==> config.mk <==
export PLATFORM = sky130hd
export DESIGN_NAME = cim_mem_arbiter
export DESIGN_NICKNAME = d
export VERILOG_FILES = /design/src/rtl/cim_mem_arbiter_pkg.sv /design/src/rtl/cim_mem_arbiter_rr_picker.sv /design/src/rtl/cim_mem_arbiter.sv
export SDC_FILE = /design/constraint.sdc
export NUM_CORES = 1
export LEC_CHECK = 0
export CAP_MARGIN = 10
export CORE_MARGIN = 5
export CORE_UTILIZATION = 40
export DETAILED_ROUTE_END_ITERATION = 8
export GPL_TIMING_DRIVEN = 0
export PLACE_DENSITY = 0.79
export SKIP_CTS_REPAIR_TIMING = 1
export SLEW_MARGIN = 10
export SYNTH_ARGS = -nofsm -noshare
export SYNTH_HDL_FRONTEND = slang
export SYNTH_SLANG_ARGS = --single-unit
==> constraint.sdc <==
create_clock -name clk -period 5.55 [get_ports clk]
set_clock_uncertainty 0.2 [all_clocks]
set_input_delay 1.3875 -clock clk [delete_from_list [all_inputs] [get_ports clk]]
set_output_delay 1.3875 -clock clk [all_outputs]
set_load 0.02 [all_outputs]
==> src/rtl/cim_mem_arbiter_pkg.sv <==
// Shared CiM storage types: access-source ids and temp-result SRAM geometry
// used by the memory arbiter and its round-robin picker.
package cim_mem_arbiter_pkg;

  typedef enum logic [2:0] {
    BUS_FSM   = 3'd0,
    LOGIC_FSM = 3'd1,
    MAC       = 3'd2,
    LAYERNORM = 3'd3,
    SOFTMAX   = 3'd4
  } MEM_ACCESS_SRC_T;

  localparam int MEM_ACCESS_SRC_NUM        = 5;
  localparam int TEMP_RES_STORAGE_SIZE_CIM = 256;
  localparam int N_STORAGE                 = 16;
  localparam int RR_PTR_W                  = 3;

endpackage

==> src/rtl/cim_mem_arbiter_rr_picker.sv <==
// Combinational round-robin picker: the first requester at or after ptr
// (wrapping modulo N) wins, returned one-hot. Reusable by other CiM arbiters.
module cim_rr_picker #(
  parameter int N     = 5,
  parameter int PTR_W = 3
) (
  input  logic [N-1:0]     req,
  input  logic [PTR_W-1:0] ptr,
  output logic [N-1:0]     win
);

  logic found;
  int   idx;

  always_comb begin
    win   = '0;
    found = 1'b0;
    idx   = 0;
    for (int k = 0; k < N; k++) begin
      idx = (int'(ptr) + k) % N;
      if (!found && req[idx]) begin
        win[idx] = 1'b1;
        found    = 1'b1;
      end
    end
  end

endmodule

==> src/rtl/cim_mem_arbiter.sv <==
// Single-port temp-result SRAM arbiter for the CiM's five access sources.
// Optional CIM_MEM_ARB_BUS_PRIORITY_EN: BUS_FSM always wins over round-robin.
module cim_mem_arbiter
  import cim_mem_arbiter_pkg::*;
#(
  parameter int NUM_SRC    = MEM_ACCESS_SRC_NUM,
  parameter int ADDR_W     = $clog2(TEMP_RES_STORAGE_SIZE_CIM),
  parameter int DATA_W     = N_STORAGE,
  parameter int MEM_RD_LAT = 1
) (
  input  logic                clk,
  input  logic                rst_n,
  input  logic [NUM_SRC-1:0]  read_req_src,
  input  logic [NUM_SRC-1:0]  write_req_src,
  input  logic [ADDR_W-1:0]   addr_table [NUM_SRC],
  input  logic [DATA_W-1:0]   write_data [NUM_SRC],
  output logic [NUM_SRC-1:0]  gnt,
  output logic [NUM_SRC-1:0]  rd_valid,
  output logic [DATA_W-1:0]   rd_data,
  output logic                mem_en,
  output logic                mem_we,
  output logic [ADDR_W-1:0]   mem_addr,
  output logic [DATA_W-1:0]   mem_wdata,
  input  logic [DATA_W-1:0]   mem_rdata,
  output logic                err_dual_req
);

  logic [NUM_SRC-1:0]  req_vec;
  logic [NUM_SRC-1:0]  rr_win;
  logic [NUM_SRC-1:0]  win;
  logic                ptr_adv;
  logic [RR_PTR_W-1:0] rr_ptr_reg;
  logic [RR_PTR_W-1:0] rr_ptr_next;
  logic [RR_PTR_W-1:0] win_idx;
  logic                win_is_write;
  logic                win_is_dual;
  logic [ADDR_W-1:0]   sel_addr;
  logic [DATA_W-1:0]   sel_wdata;
  logic                mem_en_reg;
  logic                mem_we_reg;
  logic [ADDR_W-1:0]   mem_addr_reg;
  logic [DATA_W-1:0]   mem_wdata_reg;
  logic                err_reg;

  // Requests are masked while in reset so gnt stays low regardless of inputs.
  assign req_vec = (read_req_src | write_req_src) & {NUM_SRC{rst_n}};

  cim_rr_picker #(
    .N     (NUM_SRC),
    .PTR_W (RR_PTR_W)
  ) u_picker (
    .req (req_vec),
    .ptr (rr_ptr_reg),
    .win (rr_win)
  );

`ifdef CIM_MEM_ARB_BUS_PRIORITY_EN
  // The inter-CiM bus must never stall; its grants leave the pointer alone.
  assign win     = req_vec[0] ? NUM_SRC'(1) : rr_win;
  assign ptr_adv = |win[NUM_SRC-1:1];
`else
  assign win     = rr_win;
  assign ptr_adv = |win;
`endif

  always_comb begin
    win_idx   = '0;
    sel_addr  = '0;
    sel_wdata = '0;
    for (int i = 0; i < NUM_SRC; i++) begin
      if (win[i]) begin
        win_idx   = RR_PTR_W'(i);
        sel_addr  = addr_table[i];
        sel_wdata = write_data[i];
      end
    end
  end

  // A simultaneous read+write from the winner performs the write only.
  assign win_is_write = |(win & write_req_src);
  assign win_is_dual  = |(win & write_req_src & read_req_src);
  assign rr_ptr_next  = (win_idx == RR_PTR_W'(NUM_SRC - 1)) ? '0 : win_idx + 1'b1;

  always_ff @(posedge clk or negedge rst_n) begin
    if (!rst_n) begin
      rr_ptr_reg    <= '0;
      mem_en_reg    <= 1'b0;
      mem_we_reg    <= 1'b0;
      mem_addr_reg  <= '0;
      mem_wdata_reg <= '0;
      err_reg       <= 1'b0;
    end else begin
      if (ptr_adv) rr_ptr_reg <= rr_ptr_next;
      mem_en_reg <= |win;
      mem_we_reg <= win_is_write;
      if (|win) mem_addr_reg <= sel_addr;
      if (win_is_write) mem_wdata_reg <= sel_wdata;
      err_reg <= win_is_dual;
    end
  end

  // Read-return pipeline: stage 0 aligns with the SRAM command, the last
  // stage lines up with mem_rdata MEM_RD_LAT cycles later.
  genvar gi;
  generate
    for (gi = 0; gi <= MEM_RD_LAT; gi++) begin : g_rd_pipe
      logic [NUM_SRC-1:0] stage_reg;
      if (gi == 0) begin : g_head
        always_ff @(posedge clk or negedge rst_n) begin
          if (!rst_n) stage_reg <= '0;
          else        stage_reg <= win_is_write ? '0 : win;
        end
      end else begin : g_tail
        always_ff @(posedge clk or negedge rst_n) begin
          if (!rst_n) stage_reg <= '0;
          else        stage_reg <= g_rd_pipe[gi-1].stage_reg;
        end
      end
    end
  endgenerate

  assign gnt          = win;
  assign rd_valid     = g_rd_pipe[MEM_RD_LAT].stage_reg;
  assign rd_data      = mem_rdata;
  assign mem_en       = mem_en_reg;
  assign mem_we       = mem_we_reg;
  assign mem_addr     = mem_addr_reg;
  assign mem_wdata    = mem_wdata_reg;
  assign err_dual_req = err_reg;

endmodule

**Run 1: congestion heat map**

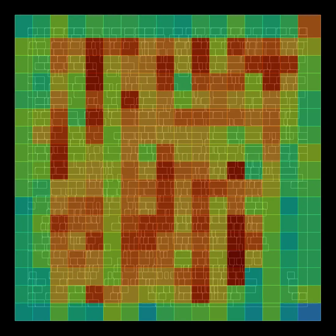
All-Layer GR Usage: 26.3%
gr busiest metal: met2

**Run 1: wiring heat map**

Bar = 20 um. The die is cut into 24 by 24 equal tiles; dark blue is low, red is high, scaled to the fullest tile. Values are wire area over tile area, all layers added.
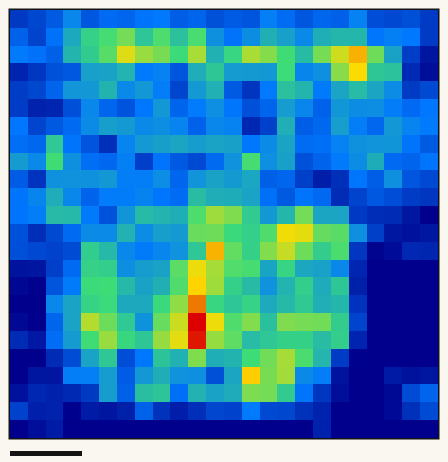
mean over tiles: 0.25
nearly empty tiles: 12%
fullest tile: 0.91
tiles over half the peak: 13%

**Run 1: drive-strength map**

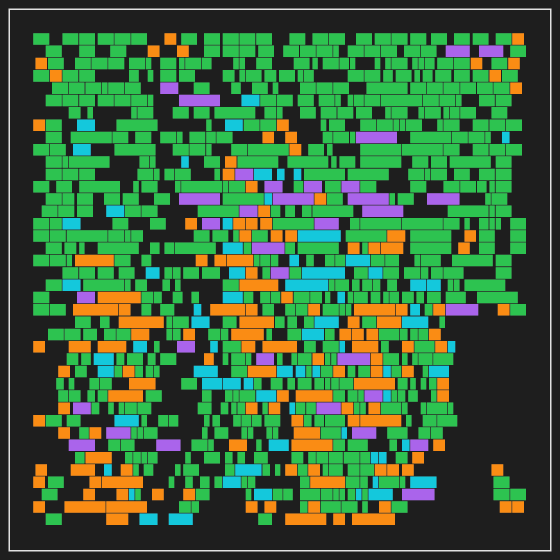
legend:
  green:
    size: drive 1 or less
    cells: 619
    share: 73%
  purple:
    size: drive 6 and up
    cells: 33
    share: 3.9%
  cyan:
    size: drive 2
    cells: 68
    share: 8.0%
  orange:
    size: drive 3 to 4
    cells: 132
    share: 15%

## run 1: power groups by stage
stage	clock, W	combinational [W]	sequential (W)
3_3_place_gp	0	0.00465	0.000522
2_1_floorplan	0	0.00329	0.000641
5_1_grt	0.000298	0.00641	0.000527
4_1_cts	0.000284	0.00480	0.000524
6_report	0.000282	0.00608	0.000516
3_5_place_dp	0	0.00477	0.000528
## run 1: final cells by class
class	instances	share of cell area, %
buffer	56	6.10
inverter	36	1.89
clock inverter	2	0.154
sequential	40	12.3
multi-input combinational	454	45.7
timing repair buffer	257	30.0
tap	147	2.26
clock buffer	6	1.58
timing repair inverter	1	0.0614
## run 1: critical path, stage by stage (launching register included)
cell and delay [ps]:
dfrtp_2 420, buf_8 140, clkinvlp_4 140, buf_6 120, ha_4 140, inv_2 50, ha_4 280, buf_8 130
clkinv_8 60, ha_4 150, inv_2 60, ha_4 220, nor2b_4 150, o21ai_4 80, or4_1 400, a41o_1 290
nor4b_4 370, or3_1 180, o221a_1 250, nand2_2 80, buf_6 150, buf_12 120, buf_8 120
## run 1: cell usage in the layout, fill, tap and decap left out, drive strengths merged, types with 5 or more instances in the layout
cell,instances
clkdlybuf4s50,178
buf,127
nand2,71
dfrtp,40
inv,34
nor2,33
mux2i,26
ha,26
a222oi,25
and3,21
o21ai,21
a21oi,20
nand3,14
clkbuf,14
nor2b,12
nor3,12
mux2,11
nand2b,11
nor4,9
a22oi,9
o211ai,9
a211oi,9
o22ai,8
a211o,7
nand4,7
or3,5
o21bai,5
o21a,5
a2111oi,5
## run 1: stage by stage
step                setup WS (ps)  setup TNS (ps)
floorplan                   -6.07           -6.07
global placement            -2860          -58430
detailed placement          -1650          -10590
CTS                         -1750          -11190
global route                 -573           -2580
finish                       -427           -1830
==> impl_metrics.ini, run 1 <==
; yosys + openroad results
[status]
status = finished, violations left
violations = setup timing

[placed_design]
placed_cells_incl_taps = 922
port_buffers = 184
placed_area_mm2 = 0.00692
hpwl_mm = 15.6

[logic_synthesis]
common_cells = 70 x nand2_1, 40 x dfrtp_1, 34 x inv_1, 33 x nor2_1, 26 x ha_1
flop_cell = dfrtp_1
synthAoiAreaFrac_pct = 28.6
synth_seq_share_pct = 21.0
ys_chip_area_mm2 = 0.00478
syn-num-nets = 764
area_leaders = dfrtp_1 21%, ha_1 6.8%, nand2_1 5.5%
synth-edff-count = 0
top_area_share_pct = 21.0

[clock_network]
cts_tree = built
cts_buffers = 5
clkSinkCount = 40
cts_root_buf = clkbuf_16
cts_htree_levels = 2

[route]
vias = 6163
via_per_inst = 6.17
wl_mm = 21.6
ant_nets = 0
post-route-drc-count = 0
top_layer = met4
wl_met3_mm = 2.03

[timing]
hold_violations = 0
grt_setup_unrepaired = true
finalWorstSetupSlack_ps = -427
layout_min_cycle_time_ps = 5980
final-setup-viol-count = 5
worstMarginPinSlew_ps = 801

[worst_hold_path]
min_from = g_rd_pipe[0].stage_reg[0]
hold_class = register to register
hold_path_depth = 0

[global_route]
grt_max_degree = 37
use_met3_pct = 4.99
first_global_vias = 5416
grtUsageMet1_pct = 35.8
gr-usage-met2_pct = 42.6

[die]
die_w_um = 119
rows = 40
fp-utilization_pct = 40.3

[layout]
layout.area.comb_mm2 = 0.00372
area_growth_pct = 70.6
fillCellCount = 926

[power_and_ir_drop]
power-per-cell-area_mw_per_mm2 = 844
p_comb_share_pct = 88.4

[worst_setup_path]
worstPathRequired_ps = 3960
crit_fanout = 6
start_kind = register
r2r_end = mem_addr[7]
==> run 2: changes to the inputs <==
--- a/config.mk
+++ b/config.mk
@@ -6,7 +6,6 @@
 export NUM_CORES = 1
 export LEC_CHECK = 0
 export CAP_MARGIN = 10
-export CORE_MARGIN = 5
 export CORE_UTILIZATION = 40
 export DETAILED_ROUTE_END_ITERATION = 8
 export GPL_TIMING_DRIVEN = 0
**Run 2: placement by cell class**

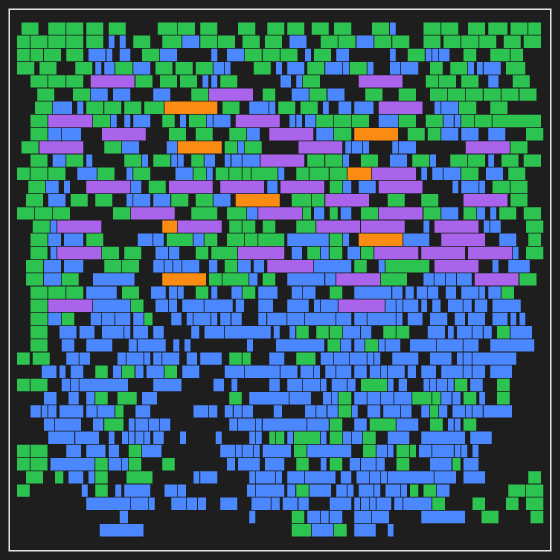
legend:
  blue:
    class: all other logic
    cells: 491
  orange:
    class: clock drivers and dummy loads
    cells: 8
  purple:
    class: flip-flops
    cells: 40
  green:
    class: other buffers and delay cells
    cells: 314

**Run 2: wiring heat map**

Bar = 20 um. The die is cut into 22 by 22 equal tiles; dark blue is low, red is high, scaled to the fullest tile. Values are wire area over tile area, all layers added.
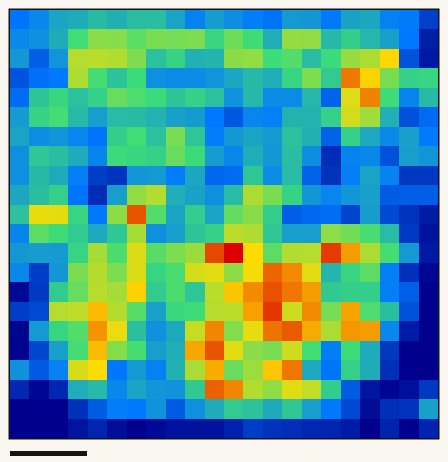
DR vias: 6233
All-Layer GR Usage: 30.8%
routed wire length: 21.5 mm
WL/cell: 21.6 um

==> run 2 against run 1 <==
The run ends with DRC, setup timing left. Global-route usage is 4.5 points higher. Count of clock-buffer cells in the layout stayed put. Worst hold slack better by 6.9 ps. Critical endpoint is now gnt[2].
==> impl_metrics.ini, run 2 <==
; yosys + openroad results
[status]
status = finished, violations left
violations = DRC, setup timing

[die]
ios = 201
dieArea_mm2 = 0.0124
die_w_um = 111
rows = 39
fp-utilization_pct = 41.5

[placed_design]
place_ws_ps = -1560
hpwl_mm = 15.2
placed_cells_incl_taps = 918
place_congestion = 0.975
port_buffers = 184

[worst_setup_path]
cp.arrival_ps = 4530
critical_path.cell_chain = buf_8 -> buf_1 -> clkbuf_2 -> buf_2 -> nand2_1 -> o221ai_1 -> ha_1 -> nor2_1 -> nand2_1 -> a211oi_1 -> nor3_1 -> or4_1 -> a21o_1 -> o211ai_4 -> buf_8 -> buf_8 -> buf_6
crit_path_end_kind = output pin
worstPathRequired_ps = 3960
path_delay_family = buffers and inverters
crit_fanout = 10
critPathBufInv = 7
cpPeakStageDelay_ps = 490
cp_common_cell = buf_8
crit_path_top_delay_cell = buf_1
start_kind = register

[route]
via_per_inst = 6.26
top_layer = met4
drtIter0Drc = 765
wl_met3_mm = 1.81
ant_nets = 0
post-route-drc-count = 13
wl_met1_mm = 8.83

[layout]
final_cell_mix = 178 x clkdlybuf4s50_1, 91 x buf_4, 70 x nand2_1, 37 x dfrtp_1, 31 x nor2_1
area_growth_pct = 71.4
final_common_cell = clkdlybuf4s50_1
n_antenna_cell = 0
fillCellCount = 861
largest_register_ffs = 16

[logic_synthesis]
xor_share_pct = 1.07
top_area_share_pct = 21.0
area_leaders = dfrtp_1 21%, ha_1 6.8%, nand2_1 5.5%
ys_chip_area_mm2 = 0.00478
synth-edff-count = 0
common_cells = 70 x nand2_1, 40 x dfrtp_1, 34 x inv_1, 33 x nor2_1, 26 x ha_1
synth.mux.area_fraction_pct = 8.12
syn-num-nets = 764
synthAoiAreaFrac_pct = 28.6
yosys_cells = 590
ys.flops = 40
synth_seq_share_pct = 21.0
flop_cell = dfrtp_1

[clock_network]
cts_htree_levels = 2
clock_latency_ps = 290
clkSinkCount = 40
cts_tree = built
cts_buffers = 5
cts_buffer_depth = 2
cts_root_buf = clkbuf_16

[timing]
fin_crit_sh_pct = 110
final-setup-viol-count = 5
grt_setup_unrepaired = true
worstMarginPinSlew_ps = 751
slew_headroom_pct = 49.5
layout_min_cycle_time_ps = 6110
hold_violations = 0
finalWorstSetupSlack_ps = -564

[global_route]
grtUsageMet1_pct = 41.1
busiest_layer = met2
grt_max_degree = 26
gr-usage-met2_pct = 50.6
first_global_vias = 5553
use_met3_pct = 5.41

[worst_hold_path]
hold_class = register to register

[run]
warning_count = 46

[power_and_ir_drop]
power-per-cell-area_mw_per_mm2 = 853
==> run 2: cell counts after synthesis <==
No cell type changed its count.
==> run 2: final cells by class <==
| cell class | instances | area, um2 | share of cell area, % |
|---|---|---|---|
| Buffer | 56 | 492 | 6.01 |
| Timing Repair inverter | 1 | 5.00 | 0.0612 |
| Clock buffer | 6 | 139 | 1.70 |
| Tap cell | 143 | 179 | 2.19 |
| Inverter | 36 | 153 | 1.87 |
| Timing Repair Buffer | 258 | 2450 | 29.9 |
| Sequential cell | 40 | 1000 | 12.3 |
| Multi-Input combinational cell | 454 | 3720 | 45.5 |
| Clock inverter | 2 | 38.8 | 0.474 |
==> run 2: final timing paths <==
path,start,to,slack [ps],depth (start not counted)
min in group asynchronous,rst_n,mem_wdata[13],730,1
worst min-delay path,g_rd_pipe[0].stage_reg[3],rd_valid[3],150,0
max in group asynchronous,rst_n,rr_ptr_reg[2],4020,2
worst max register to register,rr_ptr_reg[0],mem_addr[7],210,27
worst max-delay path,rr_ptr_reg[0],gnt[2],-560,17
worst min register to register,g_rd_pipe[0].stage_reg[3],rd_valid[3],150,0
==> run 2: report_power, final <==
| part | total [W] | switching [W] | internal [W] |
|---|---|---|---|
| registers | 0.000524 | 0.0000713 | 0.000453 |
| logic | 0.00611 | 0.00321 | 0.00289 |
| clock network | 0.000350 | 0.000125 | 0.000225 |
==> run 2: metrics by stage <==
step / cell area (um2) / hold slack, ps / setup TNS [ps] / util (%)
6_report: 8180 / 153 / -2310 / 71.1
5_1_grt: 8180 / 154 / -3050 / 71.1
4_1_cts: 7100 / 151 / -10820 / 61.6
3_5_place_dp: 6920 / 137 / -9240 / 60.1
3_3_place_gp: 6900 / 134 / -58550 / 59.9
2_1_floorplan: 4880 / 131 / -6.07 / -
==> run 3: changes to the inputs <==
--- a/config.mk
+++ b/config.mk
@@ -5,6 +5,7 @@
 export SDC_FILE = /design/constraint.sdc
 export NUM_CORES = 1
 export LEC_CHECK = 0
+export ABC_CLOCK_PERIOD_IN_PS = 5550
 export CAP_MARGIN = 10
 export CORE_UTILIZATION = 40
 export DETAILED_ROUTE_END_ITERATION = 8
**Run 3: wiring heat map**

Bar = 20 um. The die is cut into 22 by 22 equal tiles; dark blue is low, red is high, scaled to the fullest tile. Values are wire area over tile area, all layers added.
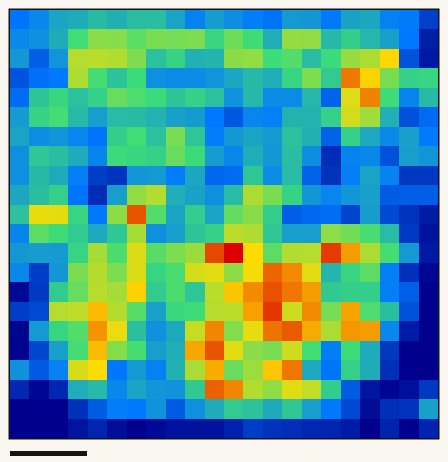
fullest tile: 0.70
nearly empty tiles: 4.8%
mean over tiles: 0.29
tiles over half the peak: 31%

**Run 3: placement density heat map**

Bar = 20 um. The die is cut into 11 by 11 equal tiles; dark blue is low, red is high, 0 to 100% covered.
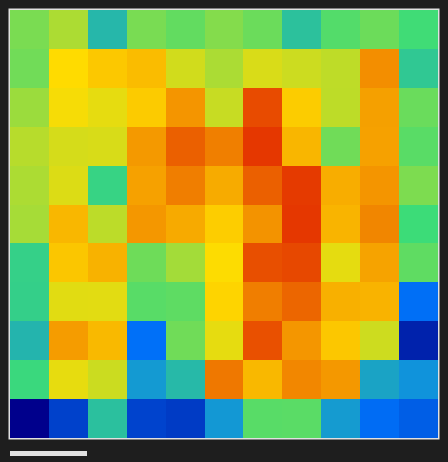
tiles over 75% full: 41%
nearly empty tiles: 0.80%
densest ninth of the die: centre
fullest tile: 94%
mean over tiles: 65%

==> run 3 against run 2 <==
Die size stayed put. Critical path depth unchanged. Sequential power is essentially flat. Critical endpoint unchanged. Flip-flop count did not move. Total power did not move. Worst setup slack stayed put. The flow still finishes with violations (DRC, setup timing). Highest routed layer unchanged. Synthesized area unchanged. Register-to-register slack hardly changed.
==> impl_metrics.ini, run 3 <==
; yosys + openroad results
[worst_setup_path]
crit_path_end_kind = output pin
worstPathRequired_ps = 3960
start_kind = register

[power_and_ir_drop]
power-per-cell-area_mw_per_mm2 = 853
p_switching_w = 0.00341
p_clk_w = 0.000350
pwr-share-seq_pct = 7.5
power_top_consumer = combinational cells

[status]
violations = DRC, setup timing
status = finished, violations left

[route]
wire_per_inst_um = 21.6
ant_nets = 0
post-route-drc-count = 13

[logic_synthesis]
syn-num-nets = 764
synthAoiAreaFrac_pct = 28.6
synth-edff-count = 0
top_area_share_pct = 21.0
flop_cell = dfrtp_1
common_cells = 70 x nand2_1, 40 x dfrtp_1, 34 x inv_1, 33 x nor2_1, 26 x ha_1
synth_seq_share_pct = 21.0
area_leaders = dfrtp_1 21%, ha_1 6.8%, nand2_1 5.5%

[timing]
grt_setup_unrepaired = true
fin_crit_sh_pct = 110
slew_headroom_pct = 49.5
worstMarginPinSlew_ps = 751
worst_hold_slack_ps = 153
finalWorstSetupSlack_ps = -564
final-setup-viol-count = 5

[global_route]
grt.total_usage_pct = 30.8
first_global_vias = 5553

[clock_network]
cts_tree = built

[placed_design]
place_congestion = 0.975

[layout]
area_growth_pct = 71.4

[die]
fp-utilization_pct = 41.5
die_w_um = 111

[run]
warning_count = 46
[run 3: cell counts after synthesis]
No cell type changed its count.
[run 3: final timing paths]
kind	end	slack, ps	cells past startpoint	from
worst max-delay path	gnt[2]	-560	17	rr_ptr_reg[0]
worst min-delay path	rd_valid[3]	150	0	g_rd_pipe[0].stage_reg[3]
worst max register to register	mem_addr[7]	210	27	rr_ptr_reg[0]
worst min register to register	rd_valid[3]	150	0	g_rd_pipe[0].stage_reg[3]
max in group asynchronous	rr_ptr_reg[2]	4020	2	rst_n
min in group asynchronous	mem_wdata[13]	730	1	rst_n
[run 3: layer usage]
layer	track usage, %	share of wire [%]
met1	41.1	41
met3	5.41	8.4
met4	9.37	2.1
met2	50.6	48
met5	0	0
[run 3: cell families after synthesis]
family,after synthesis
muxes,37
and+or+nand+nor,215
buffers and inverters,96
adders and majority gates,26
DFF,40
AOI/OAI and AO/OA,171
xor gates and xnor gates,5
[run 3: critical path, cell delays in order, from the launching register on]
cell	delay [ps]
dfrtp_2	430
buf_8	170
buf_1	490
clkbuf_2	420
buf_2	350
nand2_1	140
o221ai_1	120
ha_1	280
nor2_1	140
nand2_1	80
a211oi_1	290
nor3_1	150
or4_1	490
a21o_1	210
o211ai_4	100
buf_8	140
buf_8	110
buf_6	110
[run 3: cell type report]
| type | instances | area, um2 |
|---|---|---|
| Timing Repair Buffer | 258 | 2450 |
| Clock inverter | 2 | 38.8 |
| Clock buffer | 6 | 139 |
| Buffer | 56 | 492 |
| Timing Repair inverter | 1 | 5.00 |
| Inverter | 36 | 153 |
| Sequential cell | 40 | 1000 |
| Fill cell | 861 | 3330 |
| Tap cell | 143 | 179 |
| Multi-Input combinational cell | 454 | 3720 |
No activity file was given, so power comes from the tool's default toggle rates.
